File: src/rtl/mastermind_pkg.sv
// Shared types and helpers for the shape-game grading datapath.
// Patterns are packed as four 3-bit shapes, slot 3 in the top bits.
package mastermind_pkg;

    localparam int NUM_SLOTS = 4;
    localparam int SHAPE_W   = 3;

    typedef enum logic [2:0] {
        SHAPE_1 = 3'b001,
        SHAPE_2 = 3'b010,
        SHAPE_3 = 3'b011,
        SHAPE_4 = 3'b100,
        SHAPE_5 = 3'b101,
        SHAPE_6 = 3'b110
    } shape_t;

    typedef enum logic [2:0] {
        ST_IDLE,
        ST_ZNARLY,
        ST_ZOOD,
        ST_DONE,
        ST_RELEASE
    } grade_state_t;

    typedef logic [NUM_SLOTS-1:0][SHAPE_W-1:0] pattern_t;

    function automatic logic isValidShape(input logic [SHAPE_W-1:0] s);
        return (s != 3'b000) && (s != 3'b111);
    endfunction

    function automatic logic [2:0] popcount4(input logic [NUM_SLOTS-1:0] v);
        return {2'b00, v[0]} + {2'b00, v[1]} + {2'b00, v[2]} + {2'b00, v[3]};
    endfunction

endpackage

File: src/rtl/zood_slot_matcher.sv
// Finds the lowest unused master slot holding the given guess shape.
// Slots already matched exactly (znarly) never contribute a zood.
module zood_slot_matcher
    import mastermind_pkg::*;
(
    input  pattern_t               master_i,
    input  logic [NUM_SLOTS-1:0]   used_i,
    input  logic [SHAPE_W-1:0]     guess_i,
    input  logic                   znarly_i,
    output logic                   found_o,
    output logic [NUM_SLOTS-1:0]   onehot_o
);

    logic                 hit;
    logic [NUM_SLOTS-1:0] sel;

    always_comb begin
        hit = 1'b0;
        sel = '0;
        if (!znarly_i) begin
            for (int j = 0; j < NUM_SLOTS; j++) begin
                if (!hit && !used_i[j] && (master_i[j] == guess_i)) begin
                    hit    = 1'b1;
                    sel[j] = 1'b1;
                end
            end
        end
    end

    assign found_o  = hit;
    assign onehot_o = sel;

endmodule

File: src/rtl/guess_grader.sv
// Multi-cycle Mastermind grader: exact matches in one cycle, then one guess
// slot per cycle for wrong-slot matches; tracks rounds, win and game over.
module guess_grader
    import mastermind_pkg::*;
#(
    parameter int MAX_ROUNDS = 8,
    parameter int SHAPE_W    = 3
) (
    input  logic        clock,
    input  logic        reset,
    input  logic        startGame,
    input  logic        masterLoaded,
    input  logic [11:0] masterPattern,
    input  logic [11:0] Guess,
    input  logic        gradeIt,
    output logic [2:0]  znarlyCount,
    output logic [2:0]  zoodCount,
    output logic        doneGrading,
    output logic        invalidGuess,
    output logic [3:0]  RoundNumber,
    output logic        gameWon,
    output logic        gameOver
);

    grade_state_t         state_q, state_d;
    pattern_t             m_q, m_d, g_q, g_d;
    logic [NUM_SLOTS-1:0] mask_q, mask_d, used_q, used_d;
    logic [1:0]           k_q, k_d;
    logic [2:0]           znarly_q, znarly_d, zood_q, zood_d;
    logic [3:0]           round_q, round_d;
    logic                 won_q, won_d, over_q, over_d, invalid_q, invalid_d;

    pattern_t             guess_p;
    logic                 guess_ok;
    logic [SHAPE_W-1:0]   guess_k;
    logic                 found;
    logic [NUM_SLOTS-1:0] found_onehot;

    assign guess_p = Guess;
    assign guess_k = g_q[k_q];

    always_comb begin
        guess_ok = 1'b1;
        for (int i = 0; i < NUM_SLOTS; i++) begin
            guess_ok = guess_ok & isValidShape(guess_p[i]);
        end
    end

    zood_slot_matcher u_matcher (
        .master_i (m_q),
        .used_i   (used_q),
        .guess_i  (guess_k),
        .znarly_i (mask_q[k_q]),
        .found_o  (found),
        .onehot_o (found_onehot)
    );

    always_ff @(posedge clock or posedge reset) begin
        if (reset) begin
            state_q   <= ST_IDLE;
            m_q       <= '0;
            g_q       <= '0;
            mask_q    <= '0;
            used_q    <= '0;
            k_q       <= '0;
            znarly_q  <= '0;
            zood_q    <= '0;
            round_q   <= '0;
            won_q     <= 1'b0;
            over_q    <= 1'b0;
            invalid_q <= 1'b0;
        end else begin
            state_q   <= state_d;
            m_q       <= m_d;
            g_q       <= g_d;
            mask_q    <= mask_d;
            used_q    <= used_d;
            k_q       <= k_d;
            znarly_q  <= znarly_d;
            zood_q    <= zood_d;
            round_q   <= round_d;
            won_q     <= won_d;
            over_q    <= over_d;
            invalid_q <= invalid_d;
        end
    end

    always_comb begin
        state_d   = state_q;
        m_d       = m_q;
        g_d       = g_q;
        mask_d    = mask_q;
        used_d    = used_q;
        k_d       = k_q;
        znarly_d  = znarly_q;
        zood_d    = zood_q;
        round_d   = round_q;
        won_d     = won_q;
        over_d    = over_q;
        invalid_d = 1'b0;

        case (state_q)
            ST_IDLE: begin
                if (gradeIt && masterLoaded && !over_q) begin
                    if (guess_ok) begin
                        m_d     = masterPattern;
                        g_d     = guess_p;
                        state_d = ST_ZNARLY;
                    end else begin
                        invalid_d = 1'b1;
                        state_d   = ST_RELEASE;
                    end
                end
            end
            ST_ZNARLY: begin
                for (int i = 0; i < NUM_SLOTS; i++) begin
                    mask_d[i] = (m_q[i] == g_q[i]);
                end
                used_d   = mask_d;
                znarly_d = popcount4(mask_d);
                zood_d   = '0;
                k_d      = '0;
                state_d  = ST_ZOOD;
            end
            ST_ZOOD: begin
                if (found) begin
                    used_d = used_q | found_onehot;
                    zood_d = zood_q + 3'd1;
                end
                k_d = k_q + 2'd1;
                if (k_q == 2'd3) begin
                    if (round_q < 4'(MAX_ROUNDS)) begin
                        round_d = round_q + 4'd1;
                    end
                    won_d   = (znarly_q == 3'd4);
                    over_d  = won_d || ((round_q + 4'd1) == 4'(MAX_ROUNDS));
                    state_d = ST_DONE;
                end
            end
            ST_DONE: begin
                state_d = ST_RELEASE;
            end
            ST_RELEASE: begin
                if (!gradeIt) begin
                    state_d = ST_IDLE;
                end
            end
            default: begin
                state_d = ST_IDLE;
            end
        endcase

        // New game wipes everything, including a grade in flight.
        if (startGame) begin
            state_d   = ST_IDLE;
            m_d       = '0;
            g_d       = '0;
            mask_d    = '0;
            used_d    = '0;
            k_d       = '0;
            znarly_d  = '0;
            zood_d    = '0;
            round_d   = '0;
            won_d     = 1'b0;
            over_d    = 1'b0;
            invalid_d = 1'b0;
        end
    end

    assign znarlyCount  = znarly_q;
    assign zoodCount    = zood_q;
    assign doneGrading  = (state_q == ST_DONE);
    assign invalidGuess = invalid_q;
    assign RoundNumber  = round_q;
    assign gameWon      = won_q;
    assign gameOver     = over_q;

endmodule

File: config.mk
export PLATFORM = sky130hd
export DESIGN_NAME = guess_grader
export DESIGN_NICKNAME = d
export VERILOG_FILES = /design/src/rtl/mastermind_pkg.sv /design/src/rtl/zood_slot_matcher.sv /design/src/rtl/guess_grader.sv
export SDC_FILE = /design/constraint.sdc
export NUM_CORES = 1
export LEC_CHECK = 0
export ABC_AREA = 1
export CAP_MARGIN = 20
export CORE_MARGIN = 2
export CORE_UTILIZATION = 40
export CTS_CLUSTER_SIZE = 28
export DETAILED_ROUTE_END_ITERATION = 7
export MAX_ROUTING_LAYER = met4
export PLACE_DENSITY = 0.68
export RECOVER_POWER = 25
export SLEW_MARGIN = 15
export SYNTH_ARGS = -nofsm -noshare
export SYNTH_HDL_FRONTEND = slang
export SYNTH_SLANG_ARGS = --single-unit
File: constraint.sdc
create_clock -name clock -period 3.4 [get_ports clock]
set_input_delay 0.68 -clock clock [delete_from_list [all_inputs] [get_ports clock]]
set_output_delay 0.68 -clock clock [all_outputs]
set_load 0.02 [all_outputs]
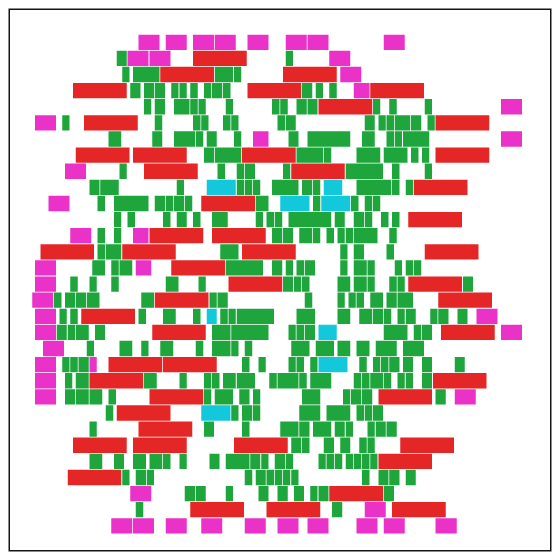
Figure 1: cells coloured by class.
Key: clock drivers and dummy loads = cyan [cells 8, share of their area 2.6%]; all other logic = green [cells 330, share of their area 49%]; flip-flops = red [cells 50, share of their area 35%]; other buffers and delay cells = magenta [cells 47, share of their area 13%]
final core utilization: 50.2%
flop share of the area: 34.2%
core region area: 7290 um2
row count: 31

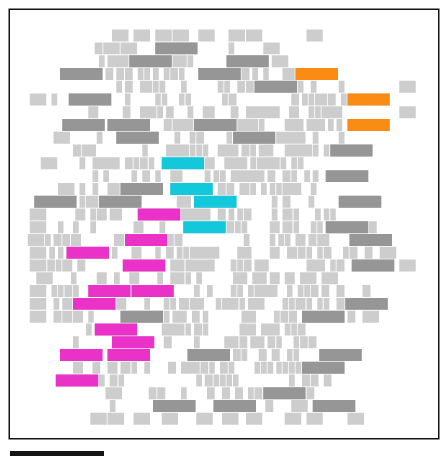
Figure 2: sequential cells grouped by signal name.
The bar under the picture is 20 um long. Other sequential cells in the stronger grey, the rest of the logic in the fainter grey.
Key: `mask_q` = cyan [flops 4, where centre]; `g_q` = magenta [flops 12]; `zoodCount` = orange [flops 3]
Another 31 sequential cells are not coloured.
FF/Latch Area: 1250 um2
Seq. pwr: 0.000673 W

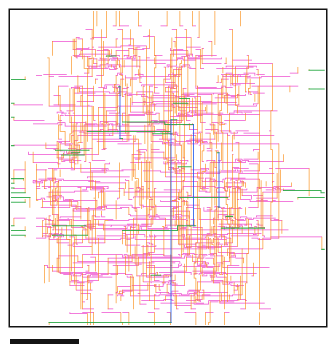
Figure 3: routed metal, one colour a layer.
The bar under the picture is 20 um long.
Key: met2 = orange [wire length 3280 um]; met3 = green [wire length 255 um]; met4 = blue [wire length 118 um]; met1 = magenta [wire length 3390 um]
routed vias: 2638
final wirelength: 7050 um
Global Route Usage Sum: 19.1%

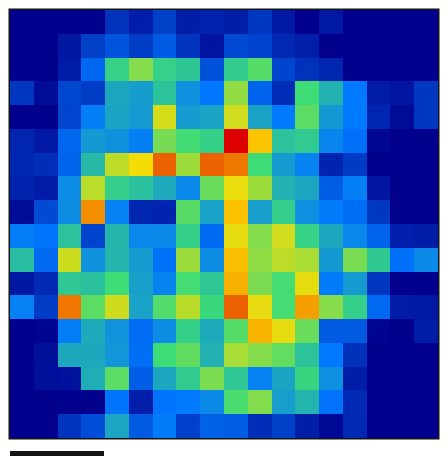
Figure 4: signal metal coverage by tile.
The bar under the picture is 20 um long. The die is cut into 18 by 18 equal tiles; dark blue is low, red is high, scaled to the fullest tile. Values are wire area over tile area, all layers added.
The fullest tile reaches 0.48. 19% of the tiles are nearly empty. The emptiest ninth of the die: north-east. 20% of the tiles are over half the peak.

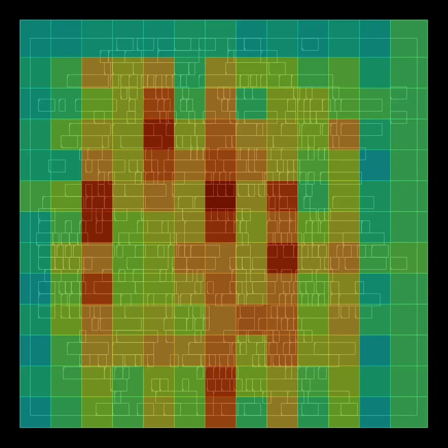
Figure 5: track usage over the die.
global routing's busiest layer: met2
routed len/inst: 13.2 um
met2 usage: 29.5%

[path summary, 6_finish.rpt]
kind / from / to / slack (ns) / depth (start not counted)
min reg2reg: used_q[3] / used_q[3] / 0.49 / 2
max: state_q[2] / doneGrading / 0.94 / 2
max in group asynchronous: reset / m_q[1] / 1.32 / 3
min in group asynchronous: reset / RoundNumber[0] / 0.94 / 2
min: used_q[3] / used_q[3] / 0.49 / 2
max reg2reg: g_q[1] / znarlyCount[1] / 1.26 / 8
[cell type report]
cell class                      instances  area share (%)
Multi-Input combinational cell        262            40.2
Sequential cell                        50            34.2
Timing Repair Buffer                   47            12.4
Inverter                               68            7.35
Tap cell                               99            3.39
Clock buffer                            5            1.88
Clock inverter                          3           0.616
[worst min-delay path, delay by kind of cell, from the launching register on]
kind	cells	cell delay, ns
and+or+nand+nor	2	0.10
DFF	1	0.36
==> out/results.txt <==
Status: completed
Detail Route Antenna Nets: 0
Seq cells post-synth: 50
Fin area: 3660 um2
Final std cells w/o fill: 534
P_sw: 0.000468 W
Crit-path leading delay family: buffers and inverters
Vias in the first global route: 2646
Synthesized Nets: 423
N_diodes: 0
Yosys chip area: 3040 um2
Register share of total power: 48.2%
Pint: 0.000930 W
Post-DP HPWL: 5560 um
Met3 usage: 2.90%
Clock power share: 26.3%
Worst path slowest cell: clkdlybuf4s50_1
FILL cells: 746
OpenROAD warning count: 26
Die footprint: 8300 um2
Initial antenna violation count: 0
Pre-antenna DRT Iters: 5
Fraction of registers with async set/reset: 100%
Post-synth seq share: 41.2%
H-Tree Level Count: 2
Post-Syn Instances: 388
Peak VDD IR: 0.000243 V
DRC viols: 0
DR iter-0 viols: 145
F_max: 406 MHz
RePlAce Congestion: 0.917
Critical path peak fanout: 6
Setup WS post-layout: 0.937 ns
RSZ-0062 raised after global routing: false
Post-Synth AOI/OAI Area: 10.5%
Yosys warns: 0
Post-CTS resize count: 0
Nets@finish: 469
Post-Synth XOR/XNOR Area: 3.46%
Mux frac, synth: 0%
Crit path DRT: 2.72 ns
Largest cells by area: dfrtp_1 (41%), nand2_1 (11%), inv_1 (7.8%)
Commonest Layout Cell: nand2_1
Sw frac: 33.5%
Met1 WL: 3390 um
Die H: 91.1 um
CP endpoint kind: output port
Setup violators final: 0
IO Port Bufs: 42
EDFF count, synth: 0
CP arrival: 1.78 ns
Max-cap violations: 0
Cells after DPL: 526
Crit Path Category: reg2out
Tmin final: 2.46 ns
First-pass GRT wire length: 12400 um
Vias per std cell: 4.94
Tot Pwr: 0.00140 W
Period utilization: 72.4%
Distinct cells, synth: 39
Setup TNS Final: 0 ns
Commonest cells in the netlist: nand2_1 (92), inv_1 (63), dfrtp_1 (50), nand3_1 (44), nor2_1 (17)
Comb power frac: 25.6%
Clock edge transition at the registers on the reported setup and hold paths: 0.10 ns
Fin Clk Skew: 0.0102 ns
Hold slack: 0.493 ns
Relative max-transition margin: 46.2%
Final hold viol count: 0
DR top layer: met4
Hold_buf cts: 0
P_clk: 0.000367 W
Power and IR drop assume default switching activity.
